## src/rtl/serial_port_pkg.sv

```systemverilog
// Shared types and constants for serial_port. Frame layout depends on the
// SERIAL_PORT_PARITY_EN macro (even parity bit after D7 when defined).
package serial_port_pkg;

`ifdef SERIAL_PORT_PARITY_EN
    typedef enum logic [2:0] {TX_IDLE, TX_START, TX_DATA, TX_PARITY, TX_STOP} tx_state_t;
    typedef enum logic [2:0] {RX_IDLE, RX_START, RX_DATA, RX_PARITY, RX_STOP} rx_state_t;
    localparam int FRAME_BITS = 11;
`else
    typedef enum logic [1:0] {TX_IDLE, TX_START, TX_DATA, TX_STOP} tx_state_t;
    typedef enum logic [1:0] {RX_IDLE, RX_START, RX_DATA, RX_STOP} rx_state_t;
    localparam int FRAME_BITS = 10;
`endif

    function automatic int calc_div(input int clock_frequency, input int baud_rate);
        return clock_frequency / baud_rate;
    endfunction

endpackage

```

## src/rtl/serial_port_fifo.sv

```systemverilog
// Receive FIFO for serial_port: registered storage, power-of-two depth,
// push accepted when not full or when a pop happens in the same cycle.
module serial_port_fifo #(
    parameter int DEPTH  = 16,
    parameter int DATA_W = 8
) (
    input  logic                     clk,
    input  logic                     rst,
    input  logic                     push,
    input  logic [DATA_W-1:0]        wr_data,
    input  logic                     pop,
    output logic [DATA_W-1:0]        rd_data,
    output logic                     full,
    output logic                     empty,
    output logic [$clog2(DEPTH):0]   count
);
    localparam int AW = $clog2(DEPTH);

    if (DEPTH < 2 || (DEPTH & (DEPTH - 1)) != 0) begin : g_depth_check
        $error("serial_port_fifo: DEPTH must be a power of two and at least 2");
    end

    logic [DATA_W-1:0] mem [DEPTH];
    logic [AW-1:0]     wr_ptr;
    logic [AW-1:0]     rd_ptr;
    logic              push_ok;
    logic              pop_ok;

    assign full    = (count == (AW+1)'(DEPTH));
    assign empty   = (count == '0);
    assign pop_ok  = pop && !empty;
    assign push_ok = push && (!full || pop_ok);
    assign rd_data = empty ? '0 : mem[rd_ptr];

    always_ff @(posedge clk) begin
        if (push_ok)
            mem[wr_ptr] <= wr_data;
    end

    always_ff @(posedge clk) begin
        if (rst) begin
            wr_ptr <= '0;
            rd_ptr <= '0;
            count  <= '0;
        end else begin
            if (push_ok)
                wr_ptr <= wr_ptr + 1'b1;
            if (pop_ok)
                rd_ptr <= rd_ptr + 1'b1;
            case ({push_ok, pop_ok})
                2'b10:   count <= count + 1'b1;
                2'b01:   count <= count - 1'b1;
                default: count <= count;
            endcase
        end
    end

endmodule

```

## src/rtl/serial_port.sv

```systemverilog
// Full-duplex UART with receive FIFO, framing and overflow reporting.
// Define SERIAL_PORT_PARITY_EN to add an even parity bit to both directions.
module serial_port
    import serial_port_pkg::*;
#(
    parameter int clock_frequency = 50000000,
    parameter int baud_rate       = 115200,
    parameter int fifo_depth      = 16
) (
    input  logic                          clk,
    input  logic                          rst,
    input  logic                          rx,
    output logic                          tx,
    input  logic [7:0]                    in1,
    input  logic                          in1_stb,
    output logic                          in1_ack,
    output logic [7:0]                    out1,
    output logic                          out1_stb,
    input  logic                          out1_ack,
    output logic [$clog2(fifo_depth):0]   rx_count,
    output logic                          rx_overflow,
    output logic                          rx_framing_error
);
    localparam int DIV   = calc_div(clock_frequency, baud_rate);
    localparam int CNT_W = $clog2(DIV);
    localparam logic [CNT_W-1:0] BIT_END  = CNT_W'(DIV - 1);
    localparam logic [CNT_W-1:0] HALF_END = CNT_W'(DIV / 2 - 1);

    if (DIV < 4) begin : g_div_check
        $error("serial_port: clock_frequency / baud_rate must be at least 4");
    end

    tx_state_t               tx_state;
    logic [CNT_W-1:0]        tx_cnt;
    logic [2:0]              tx_bit;
    logic [FRAME_BITS-1:0]   tx_frame;

    rx_state_t               rx_state;
    logic [CNT_W-1:0]        rx_cnt;
    logic [2:0]              rx_bit;
    logic                    rx_s1;
    logic                    rx_s2;
    logic                    rx_prev;
    logic [7:0]              rx_shift;
    logic                    rx_push;
    logic                    fifo_full;
    logic                    fifo_empty;
`ifdef SERIAL_PORT_PARITY_EN
    logic                    rx_par;
`endif

    // The whole frame is loaded at accept time and shifted out LSB first.
    always_ff @(posedge clk) begin
        if (rst) begin
            tx_state <= TX_IDLE;
            tx_cnt   <= '0;
            tx_bit   <= '0;
            tx       <= 1'b1;
            in1_ack  <= 1'b0;
        end else begin
            case (tx_state)
                TX_IDLE: begin
                    tx <= 1'b1;
                    if (in1_ack) begin
                        in1_ack <= 1'b0;
                        if (in1_stb) begin
`ifdef SERIAL_PORT_PARITY_EN
                            tx_frame <= {1'b1, ^in1, in1, 1'b0};
`else
                            tx_frame <= {1'b1, in1, 1'b0};
`endif
                            tx       <= 1'b0;
                            tx_cnt   <= '0;
                            tx_state <= TX_START;
                        end
                    end else begin
                        in1_ack <= in1_stb;
                    end
                end
                default: begin
                    if (tx_cnt != BIT_END) begin
                        tx_cnt <= tx_cnt + 1'b1;
                    end else begin
                        tx_cnt   <= '0;
                        tx_frame <= tx_frame >> 1;
                        tx       <= tx_frame[1];
                        case (tx_state)
                            TX_START: begin
                                tx_bit   <= '0;
                                tx_state <= TX_DATA;
                            end
                            TX_DATA: begin
                                if (tx_bit == 3'd7)
`ifdef SERIAL_PORT_PARITY_EN
                                    tx_state <= TX_PARITY;
`else
                                    tx_state <= TX_STOP;
`endif
                                else
                                    tx_bit <= tx_bit + 1'b1;
                            end
`ifdef SERIAL_PORT_PARITY_EN
                            TX_PARITY: tx_state <= TX_STOP;
`endif
                            TX_STOP: begin
                                tx       <= 1'b1;
                                tx_state <= TX_IDLE;
                            end
                            default: tx_state <= TX_IDLE;
                        endcase
                    end
                end
            endcase
        end
    end

    // A falling edge needs a prior high sample, so after a stop bit the
    // receiver only re-arms once the line has returned high.
    always_ff @(posedge clk) begin
        if (rst) begin
            rx_s1            <= 1'b1;
            rx_s2            <= 1'b1;
            rx_prev          <= 1'b1;
            rx_state         <= RX_IDLE;
            rx_cnt           <= '0;
            rx_bit           <= '0;
            rx_push          <= 1'b0;
            rx_framing_error <= 1'b0;
        end else begin
            rx_s1            <= rx;
            rx_s2            <= rx_s1;
            rx_prev          <= rx_s2;
            rx_push          <= 1'b0;
            rx_framing_error <= 1'b0;
            case (rx_state)
                RX_IDLE: begin
                    if (rx_prev && !rx_s2) begin
                        rx_cnt   <= '0;
                        rx_state <= RX_START;
                    end
                end
                RX_START: begin
                    if (rx_cnt != HALF_END) begin
                        rx_cnt <= rx_cnt + 1'b1;
                    end else begin
                        rx_cnt <= '0;
                        rx_bit <= '0;
                        rx_state <= rx_s2 ? RX_IDLE : RX_DATA;
                    end
                end
                RX_DATA: begin
                    if (rx_cnt != BIT_END) begin
                        rx_cnt <= rx_cnt + 1'b1;
                    end else begin
                        rx_cnt   <= '0;
                        rx_shift <= {rx_s2, rx_shift[7:1]};
                        if (rx_bit == 3'd7)
`ifdef SERIAL_PORT_PARITY_EN
                            rx_state <= RX_PARITY;
`else
                            rx_state <= RX_STOP;
`endif
                        else
                            rx_bit <= rx_bit + 1'b1;
                    end
                end
`ifdef SERIAL_PORT_PARITY_EN
                RX_PARITY: begin
                    if (rx_cnt != BIT_END) begin
                        rx_cnt <= rx_cnt + 1'b1;
                    end else begin
                        rx_cnt   <= '0;
                        rx_par   <= rx_s2;
                        rx_state <= RX_STOP;
                    end
                end
`endif
                RX_STOP: begin
                    if (rx_cnt != BIT_END) begin
                        rx_cnt <= rx_cnt + 1'b1;
                    end else begin
                        rx_cnt   <= '0;
                        rx_state <= RX_IDLE;
`ifdef SERIAL_PORT_PARITY_EN
                        if (!rx_s2 || (^{rx_shift, rx_par}))
`else
                        if (!rx_s2)
`endif
                            rx_framing_error <= 1'b1;
                        else
                            rx_push <= 1'b1;
                    end
                end
                default: rx_state <= RX_IDLE;
            endcase
        end
    end

    always_ff @(posedge clk) begin
        if (rst)
            rx_overflow <= 1'b0;
        else if (rx_push && fifo_full && !out1_ack)
            rx_overflow <= 1'b1;
    end

    serial_port_fifo #(
        .DEPTH  (fifo_depth),
        .DATA_W (8)
    ) u_fifo (
        .clk     (clk),
        .rst     (rst),
        .push    (rx_push),
        .wr_data (rx_shift),
        .pop     (out1_ack),
        .rd_data (out1),
        .full    (fifo_full),
        .empty   (fifo_empty),
        .count   (rx_count)
    );

    assign out1_stb = !fifo_empty;

endmodule

```

## config.mk

```make
export PLATFORM = sky130hd
export DESIGN_NAME = serial_port
export DESIGN_NICKNAME = d
export VERILOG_FILES = /design/src/rtl/serial_port_pkg.sv /design/src/rtl/serial_port_fifo.sv /design/src/rtl/serial_port.sv
export SDC_FILE = /design/constraint.sdc
export NUM_CORES = 1
export LEC_CHECK = 0
export ABC_AREA = 1
export CORE_UTILIZATION = 40
export CTS_BUF_LIST = sky130_fd_sc_hd__clkbuf_2 sky130_fd_sc_hd__clkbuf_4 sky130_fd_sc_hd__clkbuf_8
export CTS_CLUSTER_SIZE = 12
export DETAILED_ROUTE_END_ITERATION = 10
export GPL_TIMING_DRIVEN = 0
export MAX_ROUTING_LAYER = met4
export PLACE_DENSITY = 0.64
export SKIP_CTS_REPAIR_TIMING = 1
export SYNTH_ARGS = -nofsm -noshare
export SYNTH_HDL_FRONTEND = slang
export SYNTH_SLANG_ARGS = --single-unit
```

## constraint.sdc

```tcl
create_clock -name clk -period 2.46 [get_ports clk]
set_clock_uncertainty 0.15 [all_clocks]
set_input_delay 0.738 -clock clk [delete_from_list [all_inputs] [get_ports clk]]
set_output_delay 0.738 -clock clk [all_outputs]
set_load 0.005 [all_outputs]
```

==> run summary <==
run results: outcome=finished with violations, violated checks=setup timing, number of global-route vias before repair=5608, DPL Wire Length=13.09 mm, Logic pwr share=35.1%, area leader, netlist=edfxtp_1, Critical Path End Type=output port, crit path kind=reg2out, Comb power=3.28 mW, setup ws final=-570.4 ps, Pwr top=registers, Area Overhead vs Synth=16.56%, crit-path most repeated cell=buf_8, PD cells=932.5 nW/µm², critical path, cell by cell=buf_8, buf_8, o21bai_4, o211ai_1, nand3_1, a21oi_2, buf_2, area share, top type=50.65%, WL met2=9.565 mm, Placed Area=9238 µm², DR iter-0 viols=364, metal1 wirelength=9.115 mm, Sw Share=36.68%, Yosys Chip Area=8597 µm², top cells by area=edfxtp_1 51%, dfxtp_1 12%, nand2_1 4.4%, nor2_1 3.9%, ha_1 3.2%, internal power=5.917 mW, top sig layer=met4, Clock Pin Slew Worst Setup and Hold Paths=110 ps, CP Launch Type=flip-flop, Max-Cap Viols=0, placed cells=1079, Post-synth seq share=62.99%, Final Non-Filler Cells=1123, CP required=1570 ps, global-route wire length before repair=30.78 mm, Clock Latency Late Sink=480 ps, sequential power share=41.6%, CTS H-Tree Depth=4, P_seq=3.89 mW, WL met3=1.172 mm, # Cells Yosys=775, largest net degree at the start of global routing=23, WHS=272.2 ps, Post-Syn Area=8597 µm², family with the most delay on the worst path=AND-OR/OR-AND gates, CP max stage delay=350 ps, ratio of cells with drive above 1 in the final layout=17.81%, Tool Warnings=37, final setup vio count=8, LEAKAGE=3.518 nW, Syn Area/Cell=11.09 µm², fin area=10020 µm², Clk power=2.17 mW, Synth Net Count=810, setup tns final=-3609 ps, Synth flops=198, CP Buf/Inv Count=3, IO buf count=29, Max Root-Sink Buffers=2, Slew Limit Fails=0, clk sinks=198, pre-CTS WS=-632.2 ps, HP Class=reg2reg, slowest CP cell=dfxtp_2
[cell type report]
class | instances | area, µm²
Tap cell | 275 | 344.1
Inverter | 58 | 229.0
Buffer | 31 | 274.0
Fill cell | 1911 | 11000
Multi-Input combinational cell | 488 | 2953
Sequential cell | 198 | 5431
Timing Repair Buffer | 41 | 367.9
Clock inverter | 15 | 187.7
Clock buffer | 17 | 234.0
[kinds of logic after synthesis]
group                    count (synthesis)  synth area share (%)
buffers and inverters                   89                 4.453
XOR/XNOR                                 7                0.8005
AND/OR/NAND/NOR                        260                 13.52
adder cells (fa/ha/maj)                 22                 3.202
flip-flops                             198                 62.99
AND-OR/OR-AND                          199                 15.03
[registers in the layout (all words and copies together), names as in the netlist, 4 cells and up, named ones only]
| name | cells |
|---|---|
| u_fifo.mem | 128 |
| u_fifo.wr_ptr | 4 |
| rx_shift | 8 |
| rx_cnt | 9 |
| u_fifo.count | 5 |
| tx_cnt | 9 |
| u_fifo.rd_ptr | 4 |
| tx_frame | 9 |
[metal layers]
metal  vias up  GRT usage [%]
li1       2857              -
met1      2802          25.21
met2       191          29.98
met3        29          3.681
met4         0          6.495
met5         -              -
[placed cells by master (no fill, tap or decap), types with 4 or more instances in the layout]
| master | netlist | layout |
|---|---|---|
| edfxtp_1 | 145 | 145 |
| nand2_1 | 101 | 99 |
| nor2_1 | 89 | 88 |
| dfxtp_1 | 53 | 46 |
| inv_1 | 47 | 45 |
| o21ai_0 | 46 | 42 |
| nand3_1 | 37 | 36 |
| o21bai_1 | 35 | 33 |
| a21oi_1 | 37 | 30 |
| o211ai_1 | 26 | 26 |
| o21a_1 | 24 | 24 |
| ha_1 | 22 | 19 |
| clkdlybuf4s50_1 | 0 | 19 |
| clkbuf_8 | 0 | 17 |
| buf_4 | 4 | 15 |
| a21oi_2 | 4 | 11 |
| inv_2 | 11 | 10 |
| o21ai_1 | 6 | 10 |
| buf_6 | 2 | 9 |
| buf_2 | 15 | 9 |
| nand2_2 | 7 | 8 |
| nand2_4 | 4 | 5 |
| buf_8 | 0 | 5 |
| o221ai_2 | 0 | 5 |
| clkbuf_1 | 9 | 5 |
| xor2_1 | 6 | 5 |
| inv_8 | 0 | 5 |
| nor2_4 | 3 | 4 |
| nand4_1 | 4 | 4 |
| or2_2 | 4 | 4 |
| dfxtp_2 | 0 | 4 |
| clkinv_8 | 0 | 4 |
[final timing paths]
check / depth (start not counted) / slack [ps] / start / endpoint
max reg2reg: 14 / 30 / u_fifo.count[0]$_SDFFE_PP0P_ / u_fifo.count[4]$_SDFFE_PP0P_
min: 1 / 270 / rx_s1$_SDFF_PP1_ / rx_s2$_SDFF_PP1_
min reg2reg: 1 / 270 / rx_s1$_SDFF_PP1_ / rx_s2$_SDFF_PP1_
max: 7 / -570 / flip-flop / out1[1]
[worst reg2reg max path: cells and delay by family (launching register included)]
kind	cells	cell delay, ps
xor gates and xnor gates	1	180
and+or+nand+nor	6	620
buffers and inverters	2	270
adders and majority gates	2	360
AOI/OAI and AO/OA	3	410
DFF	1	380
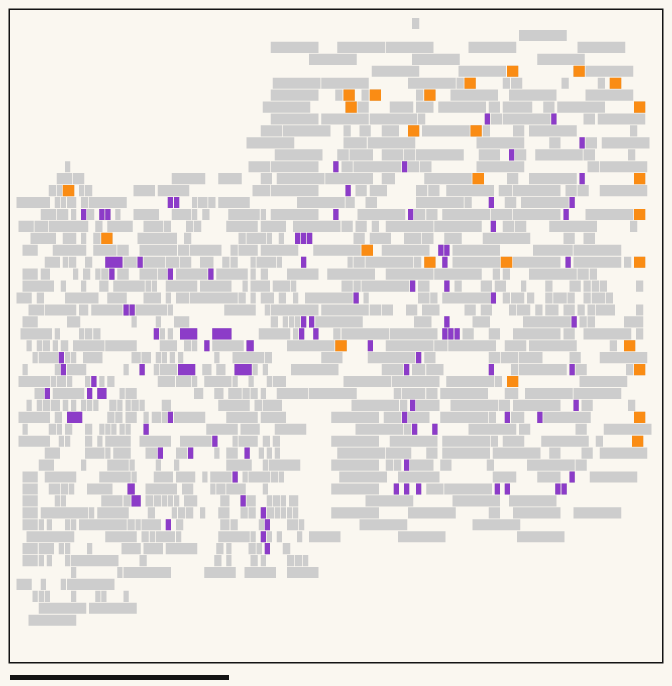
(selected gate families)
The bar under the picture is 50 µm long.
purple -> NOR gates  # cells 98
orange -> AND-OR and OR-AND gates  # cells 26

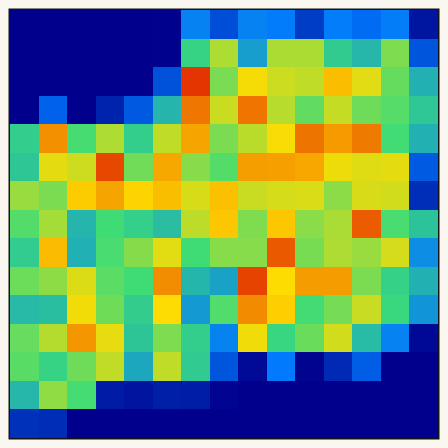
(cell area per tile)
The die is cut into 15 by 15 equal tiles; dark blue is low, red is high, 0 to 100% covered.
emptiest ninth of the die = north-west
nearly empty tiles = 20%
tiles over 75% full = 14%
fullest tile = 94%
mean over tiles = 44%
densest ninth of the die = centre
core area: 21020 µm²
Initial Util: 40.90%
fin util: 47.67%

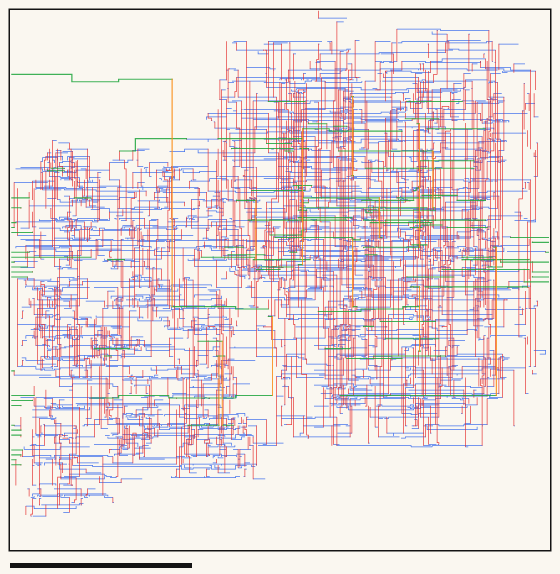
(metal layers overlaid)
The bar under the picture is 50 µm long.
blue -> metal 1  # wire length 9120 µm
green -> metal 3  # wire length 1170 µm
orange -> metal 4  # wire length 339 µm
red -> metal 2  # wire length 9570 µm
DRT Wirelength: 20.19 mm
Vias: 5879
GRT Util Overall: 19.26%
routed len/inst: 17.98 µm

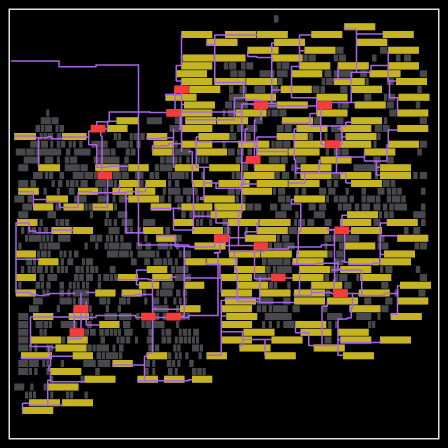
(clock network drawn from the DEF)
purple -> clock wires  # length 2300 µm
yellow -> flip-flops  # count 198
red -> clock drivers  # count 17
flops lie = all over the die

Power is estimated from default activity; no workload was simulated.
